`src/rtl/da_fir_pkg.sv`:
```
// Shared types and elaboration-time helpers for the DA FIR shift-accumulate back end.
// Latency: n/a (package only).
// Backpressure: n/a (package only).
// Contents: FSM state enum, group count, output/partial/counter width derivations.
package da_fir_pkg;

  typedef enum logic {
    IDLE  = 1'b0,
    ACCUM = 1'b1
  } state_e;

  // Number of BAAT-bit slices that make up one input sample.
  function automatic int calc_groups(input int opsize, input int baat);
    return opsize / baat;
  endfunction

  // Full-precision output width: product of two OPSIZE-bit values, summed over
  // PARTITION partitions, plus one guard bit.
  function automatic int calc_out_w(input int opsize, input int partition);
    return 2 * opsize + $clog2(partition) + 1;
  endfunction

  // Width of one group partial: ROM word, up to 2^BAAT bit weight,
  // PARTITION-way sum, one guard bit.
  function automatic int calc_part_w(input int opsize, input int baat, input int partition);
    return opsize + baat + $clog2(partition) + 1;
  endfunction

  // Group counter width, never narrower than one bit.
  function automatic int calc_cnt_w(input int groups);
    return (groups <= 1) ? 1 : $clog2(groups);
  endfunction

endpackage

```
`src/rtl/da_partial_adder.sv`:
```
// Combinational weighted adder tree: P_g = sum over lanes of rom * (+/-2^b).
// Latency: 0 cycles (purely combinational).
// Backpressure: none; output follows inputs every cycle.
// Ports: lanes_i (BAAT*PARTITION signed ROM words, lane = b*PARTITION + p),
//        sign_grp_i (this slice holds the sample MSB), part_o (signed partial).
module da_partial_adder
  import da_fir_pkg::*;
#(
  parameter int OPSIZE    = 12,
  parameter int BAAT      = 3,
  parameter int PARTITION = 2,
  parameter int PW        = calc_part_w(OPSIZE, BAAT, PARTITION)
) (
  input  logic [BAAT*PARTITION-1:0][OPSIZE-1:0] lanes_i,
  input  logic                                  sign_grp_i,
  output logic signed [PW-1:0]                  part_o
);

  localparam int LANES = BAAT * PARTITION;

  logic signed [PW-1:0] sum;
  logic signed [PW-1:0] term;

  always_comb begin
    sum  = '0;
    term = '0;
    for (int j = 0; j < LANES; j++) begin
      // Sign-extend the ROM word before weighting by its bit position.
      term = PW'($signed(lanes_i[j])) <<< (j / PARTITION);
      // The top bit of the last group is the two's-complement sign bit,
      // so its bit-plane carries negative weight.
      if (sign_grp_i && ((j / PARTITION) == (BAAT - 1))) begin
        sum = sum - term;
      end else begin
        sum = sum + term;
      end
    end
    part_o = sum;
  end

endmodule

```
`src/rtl/da_shift_accum.sv`:
```
// Shift-accumulate back end of the DA FIR: sums ROM lanes per slice, accumulates G slices per sample.
// Latency: last slice sampled at edge E -> o_valid/o_y after edge E+1 (two register stages).
// Backpressure: none; accepts a slice on every i_valid cycle, bubbles allowed, one sample per G cycles.
// Ports: clk, rst (sync, active-high), i_valid, i_start (group 0 of a new sample),
//        i_rom_data (BAAT*PARTITION signed words), o_y (signed sample), o_valid, o_resync (strobes).
module da_shift_accum
  import da_fir_pkg::*;
#(
  parameter int OPSIZE    = 12,
  parameter int BAAT      = 3,
  parameter int PARTITION = 2,
  parameter int OUT_W     = calc_out_w(OPSIZE, PARTITION)
) (
  input  logic                                  clk,
  input  logic                                  rst,
  input  logic                                  i_valid,
  input  logic                                  i_start,
  input  logic [BAAT*PARTITION-1:0][OPSIZE-1:0] i_rom_data,
  output logic signed [OUT_W-1:0]               o_y,
  output logic                                  o_valid,
  output logic                                  o_resync
);

  localparam int G  = calc_groups(OPSIZE, BAAT);
  localparam int CW = calc_cnt_w(G);
  localparam int PW = calc_part_w(OPSIZE, BAAT, PARTITION);

  generate
    if (OPSIZE % BAAT != 0) begin : g_bad_baat
      $error("da_shift_accum: OPSIZE must be a multiple of BAAT");
    end
  endgenerate

  // ---------------------------------------------------------------------------
  // Slice acceptance FSM
  // ---------------------------------------------------------------------------
  state_e        state_q, state_d;
  logic [CW-1:0] cnt_q, cnt_d;
  logic [CW-1:0] cur_grp;
  logic          accept;
  logic          resync;
  logic          is_last;
  logic          is_first;

  always_ff @(posedge clk) begin
    if (rst) begin
      state_q <= IDLE;
      cnt_q   <= '0;
    end else begin
      state_q <= state_d;
      cnt_q   <= cnt_d;
    end
  end

  always_comb begin
    state_d = state_q;
    cnt_d   = cnt_q;
    accept  = 1'b0;
    resync  = 1'b0;
    cur_grp = '0;

    case (state_q)
      IDLE: begin
        // A slice without i_start has no sample to belong to; drop it.
        if (i_valid && i_start) begin
          accept = 1'b1;
        end
      end
      ACCUM: begin
        if (i_valid) begin
          accept = 1'b1;
          if (i_start) begin
            // Early start abandons the partial sample; this slice becomes group 0.
            resync = 1'b1;
          end else begin
            cur_grp = cnt_q;
          end
        end
      end
      default: begin
        state_d = IDLE;
        cnt_d   = '0;
      end
    endcase

    is_last  = (cur_grp == CW'(G - 1));
    is_first = (cur_grp == '0);

    if (accept) begin
      if (is_last) begin
        state_d = IDLE;
        cnt_d   = '0;
      end else begin
        state_d = ACCUM;
        cnt_d   = CW'(cur_grp + 1'b1);
      end
    end
  end

  // ---------------------------------------------------------------------------
  // Stage 1: weighted partial for the accepted slice
  // ---------------------------------------------------------------------------
  logic signed [PW-1:0] part;

  da_partial_adder #(
    .OPSIZE    (OPSIZE),
    .BAAT      (BAAT),
    .PARTITION (PARTITION),
    .PW        (PW)
  ) u_partial (
    .lanes_i    (i_rom_data),
    .sign_grp_i (is_last),
    .part_o     (part)
  );

  logic signed [PW-1:0] p_q;
  logic [CW-1:0]        s1_grp_q;
  logic                 s1_vld_q;
  logic                 s1_last_q;
  logic                 s1_first_q;

  always_ff @(posedge clk) begin
    if (rst) begin
      s1_vld_q   <= 1'b0;
      s1_last_q  <= 1'b0;
      s1_first_q <= 1'b0;
      s1_grp_q   <= '0;
      p_q        <= '0;
    end else begin
      s1_vld_q <= accept;
      if (accept) begin
        p_q        <= part;
        s1_grp_q   <= cur_grp;
        s1_last_q  <= is_last;
        s1_first_q <= is_first;
      end
    end
  end

  // ---------------------------------------------------------------------------
  // Stage 2: shift partial into place and accumulate
  // ---------------------------------------------------------------------------
  logic signed [OUT_W-1:0] acc_q;
  logic signed [OUT_W-1:0] y_q;
  logic                    vld_q;
  logic                    resync_q;
  logic signed [OUT_W-1:0] p_ext;
  logic signed [OUT_W-1:0] shifted;
  logic signed [OUT_W-1:0] acc_base;
  logic signed [OUT_W-1:0] acc_sum;

  always_comb begin
    p_ext    = OUT_W'(p_q);
    shifted  = p_ext <<< (int'(s1_grp_q) * BAAT);
    // Group 0 restarts the sum, which is also how a resync discards stale state.
    acc_base = s1_first_q ? '0 : acc_q;
    acc_sum  = acc_base + shifted;
  end

  always_ff @(posedge clk) begin
    if (rst) begin
      acc_q    <= '0;
      y_q      <= '0;
      vld_q    <= 1'b0;
      resync_q <= 1'b0;
    end else begin
      vld_q    <= 1'b0;
      resync_q <= resync;
      if (s1_vld_q) begin
        if (s1_last_q) begin
          y_q   <= acc_sum;
          vld_q <= 1'b1;
          acc_q <= '0;
        end else begin
          acc_q <= acc_sum;
        end
      end
    end
  end

  assign o_y      = y_q;
  assign o_valid  = vld_q;
  assign o_resync = resync_q;

endmodule

```
`config.mk`:
```
export PLATFORM = sky130hd
export DESIGN_NAME = da_shift_accum
export DESIGN_NICKNAME = d
export VERILOG_FILES = /design/src/rtl/da_fir_pkg.sv /design/src/rtl/da_partial_adder.sv /design/src/rtl/da_shift_accum.sv
export SDC_FILE = /design/constraint.sdc
export NUM_CORES = 1
export LEC_CHECK = 0
export CORE_ASPECT_RATIO = 1.1
export CORE_MARGIN = 2
export CORE_UTILIZATION = 45
export CTS_BUF_LIST = sky130_fd_sc_hd__clkbuf_8
export DETAILED_ROUTE_END_ITERATION = 12
export GPL_TIMING_DRIVEN = 0
export PLACE_DENSITY_LB_ADDON = 0.2
export SETUP_SLACK_MARGIN = 0.05
export SYNTH_ARGS = -nofsm -noshare
export SYNTH_HDL_FRONTEND = slang
export SYNTH_SLANG_ARGS = --single-unit
```
`constraint.sdc`:
```
create_clock -name clk -period 7.3 [get_ports clk]
set_input_delay 1.095 -clock clk [delete_from_list [all_inputs] [get_ports clk]]
set_output_delay 1.095 -clock clk [all_outputs]
set_load 0.1 [all_outputs]
```
==> results.sh, run 1 <==
# yosys + openroad results
export IMPL_r2r_start="s1_grp_q[0]$_SDFFE_PP0P_"
export IMPL_edf_count=0
export IMPL_pg_comb_mw=2.77
export IMPL_log_warning_count=30
export IMPL_wl_met2_um=11000
export IMPL_vias_per_cell=5.44
export IMPL_cp_depth=31
export IMPL_busiest_layer="met2"
export IMPL_timing_critical_path_buf_inv=3
export IMPL_syn_inst=1039
export IMPL_dieArea_um2=19000
export IMPL_io_buffers=102
export IMPL_slew_violations=0
export IMPL_async_reset_ff_share_pct=0
export IMPL_fin_ws_ps=381
export IMPL_timing_final_crit_share_pct=94.8
export IMPL_reg2reg_depth=21
export IMPL_drtIter0Drc=266
export IMPL_yosys_cell_types_count=67
export IMPL_critPathLaunchType="input pin"
export IMPL_numCtsBuffers=9
export IMPL_antenna_found_initial=0
export IMPL_met1_usage_pct=24.8
export IMPL_wl_met3_um=595
export IMPL_top_level_ports=104
export IMPL_drt_pass1_iter_count=5
export IMPL_clkSinkCount=79
export IMPL_place_ws_ps=-420
export IMPL_cts_root_buf="clkbuf_8"
export IMPL_worstPathArrival_ps=7160
export IMPL_cts_tree="done"
export IMPL_slowest_delay_ps=550
export IMPL_end_kind="flop"
export IMPL_cts_resized=3
export IMPL_yosys_area_share_simple_pct=20.1
export IMPL_yosys_area_um2=8080
export IMPL_flop_cell="dfxtp_1"
export IMPL_cts_setup_buffers=0
export IMPL_critPathCapture="p_q[16]$_SDFFE_PP0P_"
export IMPL_ant_nets=0
export IMPL_r2r_end="acc_q[25]$_SDFFE_PP0P_"
export IMPL_hold_violations=0
export IMPL_cp_slowest_cell="fa_1"
export IMPL_xor_area_share_pct=9.41
export IMPL_status="complete, no violations"
export IMPL_ys_sh_adder_pct=17.7
export IMPL_ys_flops=79
export IMPL_postSynthSeqShare_pct=19.6
export IMPL_clock_path_buffers=2
export IMPL_finalPower_mw=3.67
export IMPL_die_h_um=144
export IMPL_p_seq_mw=0.493
export IMPL_clk_power_mw=0.405
export IMPL_syn_area_um2=8080
export IMPL_yosysTopAreaCell="dfxtp_1"
export IMPL_crit_path_start="i_rom_data[1]"
export IMPL_synth_dominant_cell_count="a21oi_1"
export IMPL_wl_met1_um=8960
export IMPL_hold_depth=2
export IMPL_max_slew_margin_pct=34.2
export IMPL_synthesis_nets=1219
export IMPL_ys_cells=1039
export IMPL_syn2layout_area_growth_pct=21.1
export IMPL_common_cells="121 x a21oi_1, 118 x nand2_1, 97 x nor2_1"
export IMPL_final_cell_mix="119 x a21oi_1, 118 x nand2_1, 102 x clkdlybuf4s50_1, 96 x nor2_1, 85 x ha_1"
export IMPL_min_period_ps=6920
export IMPL_ir_drop_mv=0.247
export IMPL_power_density_nw_per_um2=375
export IMPL_synthMuxAreaShare_pct=4.21
export IMPL_grt_pass1_wl_um=34700
export IMPL_crit_top_cell="ha_1"
export IMPL_nNetsFinal=1339
export IMPL_htreeDepth=3
export IMPL_cap_violations=0
export IMPL_seqPwrFrac_pct=13.5
export IMPL_p_sw_share_pct=45.9
export IMPL_dieWidth_um=132
export IMPL_syn_area_per_cell_um2=7.77
export IMPL_diodes=0
export IMPL_worstSetupPathType="input pin to flop"
export IMPL_drive_gt1_share_pct=6.10
export IMPL_path_delay_family="AND-OR/OR-AND gates"
export IMPL_pwr_share_comb_pct=75.5
export IMPL_grt_max_degree=15
export IMPL_place_congestion=0.971
export IMPL_use_met2_pct=44.4
export IMPL_overflow=0
export IMPL_top_layer_used="met4"
export IMPL_critPathRequiredTime_ps=7540
export IMPL_clkTransAtPathRegs_ps=90
export IMPL_top_power_group="combinational cells"
export IMPL_cts_hold_buf=0
export IMPL_top_cells_by_area="dfxtp_1 20%, ha_1 13%, a21oi_1 7.5%"
export IMPL_hp_start="o_y[12]$_SDFFE_PP0P_"
export IMPL_worstPathMaxFanout=5
==> run 1: stage by stage <==
| step | hold WS [ps] | cells | setup TNS [ps] | utilization, % | area, um2 |
|---|---|---|---|---|---|
| 6_report | 455 | 1402 | 0 | 55.3 | 9780 |
| 5_1_grt | 475 | 1402 | 0 | 55.3 | 9780 |
| 4_1_cts | 457 | 1395 | 0 | 54.6 | 9650 |
| 3_5_place_dp | 443 | 1379 | -1410 | 53.1 | 9390 |
| 3_3_place_gp | 430 | 1379 | -1380 | 53.1 | 9390 |
| 2_1_floorplan | 417 | 1039 | 0 | - | 8080 |
==> run 1: final cells by class <==
cell class	instances	area [um2]
inverters	33	124
multi-input cells	882	6290
plain buffers	45	171
flip-flops and latches	79	1580
fillers	1762	7890
well taps	238	298
clock inverters	7	121
repair buffers	109	1070
clock buffers	9	124
**Run 1: signal wires by layer**

The bar under the picture is 50 um long.
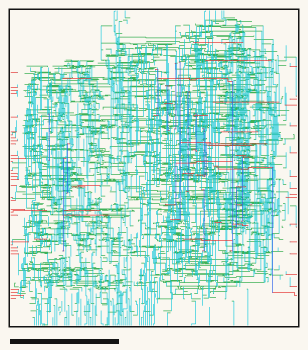
- green: M1 (wire length 8960 um)
- blue: M4 (wire length 556 um)
- red: M3 (wire length 595 um)
- cyan: M2 (wire length 11000 um)
total wire length: 21100 um
via count: 7620
gr usage total: 22.4%

**Run 1: cells coloured by class**

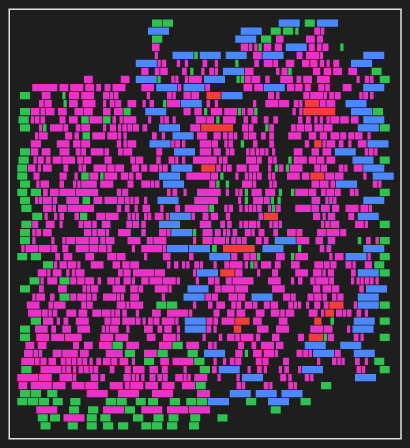
- blue: registers (cells 79; share of their area 17%)
- magenta: remaining logic cells (cells 915; share of their area 68%)
- red: clock drivers and dummy loads (cells 16; share of their area 2.6%)
- green: remaining buffers and delay cells (cells 154; share of their area 13%)
Core ar.: 17700 um2
Core Util, Final: 55.3%
flop share of the area: 16.2%

**Run 1: clock distribution**

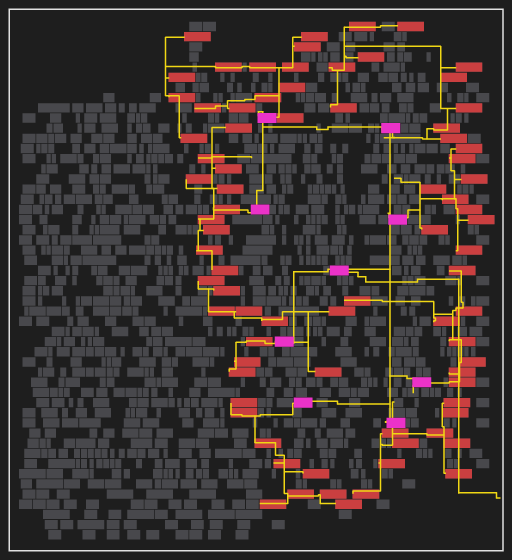
- red: flip-flops (count 79)
- yellow: clock wires (length 1130 um)
- magenta: clock-net drivers (count 9)
- routed clock nets: 10
Setup Skew: 11.0 ps
Worst-Skew Late Latency: 380 ps
Clk pwr share: 11.0%

**Run 1: routing congestion map**

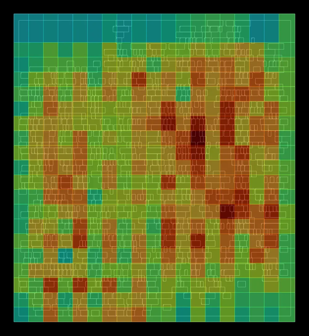

==> run 1 -> run 2 <==
CORE_MARGIN = 3   (was 2)
SLEW_MARGIN = 30   (was default)
**Run 2: routing congestion map**

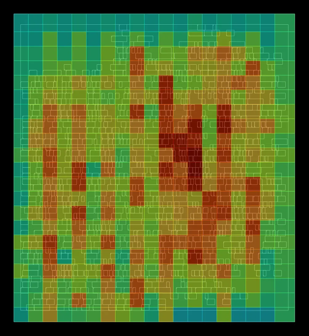
met1 usage: 24.5%
GR Util met2: 41.1%
GRT busiest layer: met2

==> results.sh, run 2 <==
# yosys + openroad results
export IMPL_grt_pass1_vias=7528
export IMPL_rsz0062_at_grt="no"
export IMPL_yosysWarnings=0
export IMPL_p_sw_share_pct=46.3
export IMPL_clock_path_buffers=2
export IMPL_critPathRequiredTime_ps=7570
export IMPL_hold_end="o_y[12]$_SDFFE_PP0P_"
export IMPL_top_level_ports=104
export IMPL_fill_cells=1710
export IMPL_log_warning_count=30
export IMPL_timing_final_crit_share_pct=93.5
export IMPL_postSynthSeqShare_pct=19.6
export IMPL_slowest_delay_ps=550
export IMPL_dp_cells=1375
export IMPL_die_h_um=146
export IMPL_cts_resized=3
export IMPL_edf_count=0
export IMPL_wl_met2_um=11000
export IMPL_initCoreUtil_pct=46.6
export IMPL_ys_top_logic_family="AND-OR/OR-AND gates"
export IMPL_wirelength_um=21000
export IMPL_diodes=0
export IMPL_hold_violations=0
export IMPL_finalCoreUtilization_pct=56.2
export IMPL_ys_cells=1039
export IMPL_syn2layout_area_growth_pct=20.7
export IMPL_common_cells="121 x a21oi_1, 118 x nand2_1, 97 x nor2_1"
export IMPL_final_cell_mix="118 x nand2_1, 118 x a21oi_1, 102 x clkdlybuf4s50_1, 96 x nor2_1, 85 x ha_1"
export IMPL_fin_area_um2=9740
export IMPL_antenna_found_initial=0
export IMPL_clkSinkCount=79
export IMPL_ys_sh_aoi_pct=25.3
export IMPL_crit_path_start="i_rom_data[1]"
export IMPL_cts_root_buf="clkbuf_8"
export IMPL_ys_sh_adder_pct=17.7
export IMPL_yosys_area_um2=8080
export IMPL_overflow=0
export IMPL_p_seq_mw=0.493
export IMPL_wl_met3_um=614
export IMPL_synthesis_nets=1219
export IMPL_drt_pass1_iter_count=5
export IMPL_drive_gt1_share_pct=6.03
export IMPL_rrSetupSlack_ps=1640
export IMPL_r2r_end="p_q[15]$_SDFFE_PP0P_"
export IMPL_r2r_start="state_q$_SDFFE_PP0P_"
export IMPL_ir_drop_mv=0.265
export IMPL_power_density_nw_per_um2=368
export IMPL_io_buffers=102
export IMPL_yosysTopAreaCell="dfxtp_1"
export IMPL_fin_cells=1395
export IMPL_cts_setup_buffers=0
export IMPL_dieWidth_um=134
export IMPL_p_sw_mw=1.66
export IMPL_finClkSkew_ps=10.2
export IMPL_top_power_group="combinational cells"
export IMPL_top_cells_by_area="dfxtp_1 20%, ha_1 13%, a21oi_1 7.5%"
export IMPL_path_delay_family="AND-OR/OR-AND gates"
export IMPL_met3_usage_pct=2.17
export IMPL_worstSetupPathType="input pin to flop"
export IMPL_critPathLaunchType="input pin"
export IMPL_flop_cell="dfxtp_1"
export IMPL_nNetsFinal=1336
export IMPL_route_detailed_drc=0
export IMPL_yosys_cell_types_count=67
export IMPL_ant_nets=0
export IMPL_reg2reg_depth=23
export IMPL_syn_area_um2=8080
export IMPL_syn_area_per_cell_um2=7.77
export IMPL_slew_violations=0
export IMPL_hold_depth=2
export IMPL_worst_slew_pin_slew_ps=973
export IMPL_status="complete, no violations"
export IMPL_cts_tree="done"
export IMPL_grt_max_degree=14
export IMPL_vias_per_cell=5.48
export IMPL_cts_hold_buf=0
export IMPL_syn_inst=1039
export IMPL_internal_power_mw=1.92
export IMPL_clkPwrFrac_pct=10.0
export IMPL_top_area_share_pct=19.6
export IMPL_wl_met1_um=9020
export IMPL_top_layer_used="met4"
export IMPL_cp_depth=30
export IMPL_post_dp_cell_area_um2=9390
export IMPL_clkTransAtPathRegs_ps=80
export IMPL_end_kind="flop"
export IMPL_hp_start="o_y[12]$_SDFFE_PP0P_"
export IMPL_hpwl_um=16900
export IMPL_p_leak_nw=4.08
export IMPL_synthMuxAreaShare_pct=4.21
export IMPL_yosys_area_share_simple_pct=20.1
export IMPL_max_freq_mhz=147
export IMPL_numCtsBuffers=9
export IMPL_max_slew_margin_pct=34.9
export IMPL_async_reset_ff_share_pct=0
export IMPL_seqPwrFrac_pct=13.8
export IMPL_via_count=7646
export IMPL_ys_flops=79
export IMPL_coreArea_um2=17300
export IMPL_insertion_delay_ps=370
export IMPL_drtIter0Drc=364
export IMPL_num_rows=50
export IMPL_worstPathMaxFanout=6
export IMPL_grt_pass1_wl_um=34700
export IMPL_timing_critical_path_buf_inv=2
export IMPL_pg_comb_mw=2.73
export IMPL_xor_area_share_pct=9.41
export IMPL_final_setup_viol_count=0
export IMPL_dieArea_um2=19600
export IMPL_place_congestion=0.995
export IMPL_synth_dominant_cell_count="a21oi_1"
export IMPL_critPathCapture="p_q[15]$_SDFFE_PP0P_"
export IMPL_cap_violations=0
export IMPL_worstPathArrival_ps=7090
export IMPL_min_period_ps=6830
export IMPL_htreeDepth=3
export IMPL_cp_slowest_cell="fa_1"
export IMPL_hold_path_class="flop to flop"
export IMPL_clk_power_mw=0.357
export IMPL_pwr_share_comb_pct=76.3
**Run 2: signal wires by layer**

The bar under the picture is 50 um long.
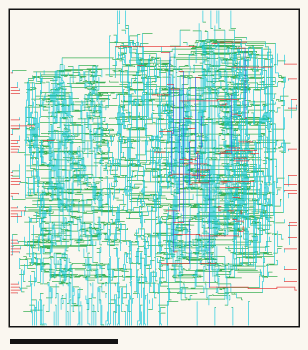
gr usage total: 21.3%
routed len/inst: 15.1 um

run 2: area by class of cell:
class	count	area (um2)	share of cell area, %
inverters	33	124	1.27
clock buffers	9	124	1.27
plain buffers	45	171	1.76
multi-input cells	882	6310	64.8
repair buffers	106	1050	10.8
flip-flops and latches	79	1580	16.2
clock inverters	7	87.6	0.899
well taps	234	293	3.01
run 2: metrics by stage:
| step | hold WS (ps) | power, mW | TNS, ps | setup WS [ps] |
|---|---|---|---|---|
| 2_1_floorplan | 417 | 2.55 | 0 | 612 |
| 3_3_place_gp | 427 | 3.02 | -1320 | -399 |
| 3_5_place_dp | 441 | 3.04 | -1520 | -447 |
| 4_1_cts | 459 | 3.43 | 0 | 98.6 |
| 5_1_grt | 478 | 3.96 | 0 | 52.9 |
| 6_report | 455 | 3.58 | 0 | 474 |
Power and IR drop assume default switching activity.
